### Clock wiring as the flow saved it

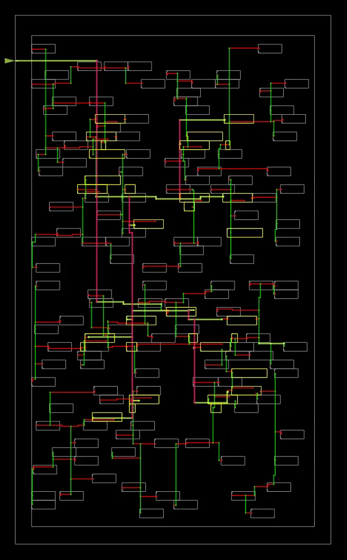
### M1 wires

Supply wires on this layer in gray.
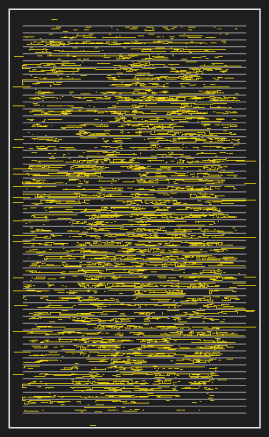
### Wiring by layer

Two of the layers only.
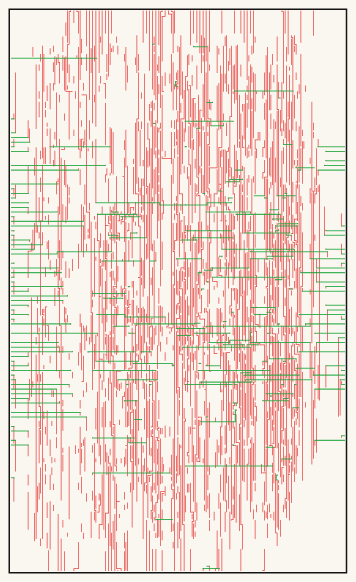
### Layout detail

Bar = 10 µm. Window x 34 to 64, y 67 to 97 µm. Cells in gray, sequential cells in the stronger gray; small squares are vias.
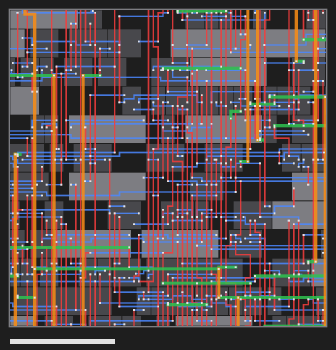
==> config.mk <==
export PLATFORM = sky130hd
export DESIGN_NAME = if_fetch
export DESIGN_NICKNAME = d
export VERILOG_FILES = /design/src/rtl/if_fetch.sv
export SDC_FILE = /design/constraint.sdc
export NUM_CORES = 1
export LEC_CHECK = 0
export ABC_CLOCK_PERIOD_IN_PS = 2540
export CAP_MARGIN = 40
export CORE_ASPECT_RATIO = 1.75
export CORE_MARGIN = 5
export CORE_UTILIZATION = 50
export CTS_BUF_LIST = sky130_fd_sc_hd__clkbuf_16
export CTS_CLUSTER_DIAMETER = 150
export CTS_CLUSTER_SIZE = 30
export DETAILED_ROUTE_END_ITERATION = 12
export PLACE_DENSITY_LB_ADDON = 0.1
export SLEW_MARGIN = 20
export SYNTH_ARGS = -nofsm -noshare
export SYNTH_HDL_FRONTEND = slang
export SYNTH_SLANG_ARGS = --single-unit
==> constraint.sdc <==
create_clock -name clk -period 2.54 [get_ports clk]
set_clock_uncertainty 0.15 [all_clocks]
set_input_delay 0.508 -clock clk [delete_from_list [all_inputs] [get_ports clk]]
set_output_delay 0.508 -clock clk [all_outputs]
set_load 0.01 [all_outputs]
==> out/qor.txt <==
remaining global-route overflow: 0
placer congestion estimate: 0.8802
num rows: 56
DRT iter0 DRCs: 437
Worst slew margin: 63.93%
power per cell area: 638.7 mW/mm²
fillers: 1,149
flip-flops with a built-in enable: 0
io pins: 173
Syn Nets: 966
Final Instance Area: 0.009408 mm²
yosys warning tally: 0
CP peak stage delay: 0.35 ns
Dominant cell area share: 38.39%
fmax: 404.4 MHz
Internal Pwr Total: 4380 µW
CTS Buffer Depth: 2
synthesized netlist cell count: 887
status: finished, final reports clean
crit path DAT: 1.81 ns
CP Cell Sequence: inv_2 -> ha_4 -> buf_4 -> buf_12 -> and2_2 -> dlygate4sd2_1
Comb power frac: 18.0%
syn avg cell area: 7.643 µm²
Worst Setup Start Kind: flip-flop
worst hold stages: 2
HPWL Detailed: 15,550 µm
Period minus WS final: 2.473 ns
most numerous logic cell after layout: nand2_1
fraction of layout cells with a size suffix above 1: 12.24%
Adder Area Share: 0.9228%
chip area: 0.01608 mm²
gr busiest metal: met2
vias in the first global route: 6,827
ys flop type: dfxtp_1
clock share of power: 44.5%
chip width: 98.02 µm
Vias/cell: 5.671
H-Tree Level Count: 4
WS Path Type: reg2out
Worst path slowest cell: dfxtp_1
most frequent cells in the layout: nand2_1 (239), dfxtp_1 (129), a21oi_1 (119)
Hold Vio Cnt, Final: 0
## Picture notes: 'Clock wiring as the flow saved it'
registers: 130
Num Clock Sinks: 130

## Picture notes: 'M1 wires'
The layer carries 8,110 µm of wire. The longest straight run is 32.2 µm. 996 nets have wire on it. The wires run mostly horizontal. The layer holds 36% of the routed length.
final wirelength: 22,680 µm
vias: 7,066
grt met1 use: 29.77%

## Picture notes: 'Wiring by layer'
Red shows metal 2, wire length 11,600 µm. Green shows metal 3, wire length 1,630 µm.
Global Route Usage Sum: 27.90%
wire per inst: 18.20 µm

## Picture notes: 'Layout detail'
Blue shows metal 1. Orange shows metal 4. Green shows metal 3. Red shows metal 2.
Most frequent: nand2_1 (18), dfxtp_1 (10), a21oi_1 (9). 75 logic cells have their middle in the window. Sequential cells in the window: 10.

timing repair:
item / CTS / global route
setup endpoints to repair: 66 / 24
resized: 62 / 12
cloned: 0 / 1
buffers inserted: 0 / 2
worst max-delay path, delay by kind of cell (launching register included):
kind                       cells  cell delay [ns]
and+or+nand+nor                1             0.21
buffers and inverters          4             0.64
DFF                            1             0.35
adders and majority gates      1             0.18
layout make-up:
type	instances	area, µm²	share of cell area [%]
multi-input cells	669	3774	40.11
clock buffers	17	425.4	4.522
diodes	2	5.005	0.05320
well taps	174	217.7	2.314
flip-flops and latches	130	2604	27.68
inverters	17	63.81	0.6783
repair buffers	222	2105	22.37
clock inverters	15	214.0	2.274
synth_stat cells, drive strengths merged (2+ instances only):
cell type	number
nand2	239
dfxtp	130
a21oi	119
and2	59
clkbuf	55
nor2	41
o21ai	33
a221oi	20
inv	17
nand3	17
buf	16
a22o	14
xnor2	13
mux2	12
xor2	12
nand4	9
nor3	9
nor4	8
o41ai	8
and3	7
a221o	5
a222oi	5
ha	5
a22oi	4
a21o	3
o211ai	3
o221ai	3
or2	3
a311oi	2
a31oi	2
nand3b	2
kinds of logic (layout without fill, tap and decap cells):
| kind of cell | count (synthesis) | after routing |
|---|---|---|
| buf+inv | 88 | 271 |
| other cells | 1 | 3 |
| xor+xnor | 25 | 25 |
| compound gates | 225 | 225 |
| mux | 13 | 13 |
| simple gates | 400 | 400 |
| fa+ha+maj | 5 | 5 |
| flops | 130 | 130 |
metrics by stage:
| step | instances | utilization, % | TNS [ns] |
|---|---|---|---|
| after global routing | 1246 | 70.30 | -0.002522 |
| after CTS | 1241 | 69.73 | 0 |
| after floorplan | 887 | - | 0 |
| after global placement | 1209 | 65.29 | 0 |
| after detailed placement | 1209 | 65.29 | 0 |
| final | 1246 | 70.30 | 0 |
power by group through the flow:
stage	Clock [µW]	Sequential, µW	Combinational (µW)
6_report	2670	2250	1080
2_1_floorplan	0	2290	572
3_3_place_gp	0	2290	1050
5_1_grt	2800	2260	1180
4_1_cts	2700	2250	1060
3_5_place_dp	0	2290	1050
routing by layer:
metal / vias up / share of wire (%) / wire, µm
met2: 303 / 51 / 11610
met3: 74 / 7.2 / 1633
li1: 3385 / - / -
met1: 3304 / 36 / 8107
met4: 0 / 5.9 / 1331
met5: - / 0 / 0
No activity file was given, so power comes from the tool's default toggle rates.
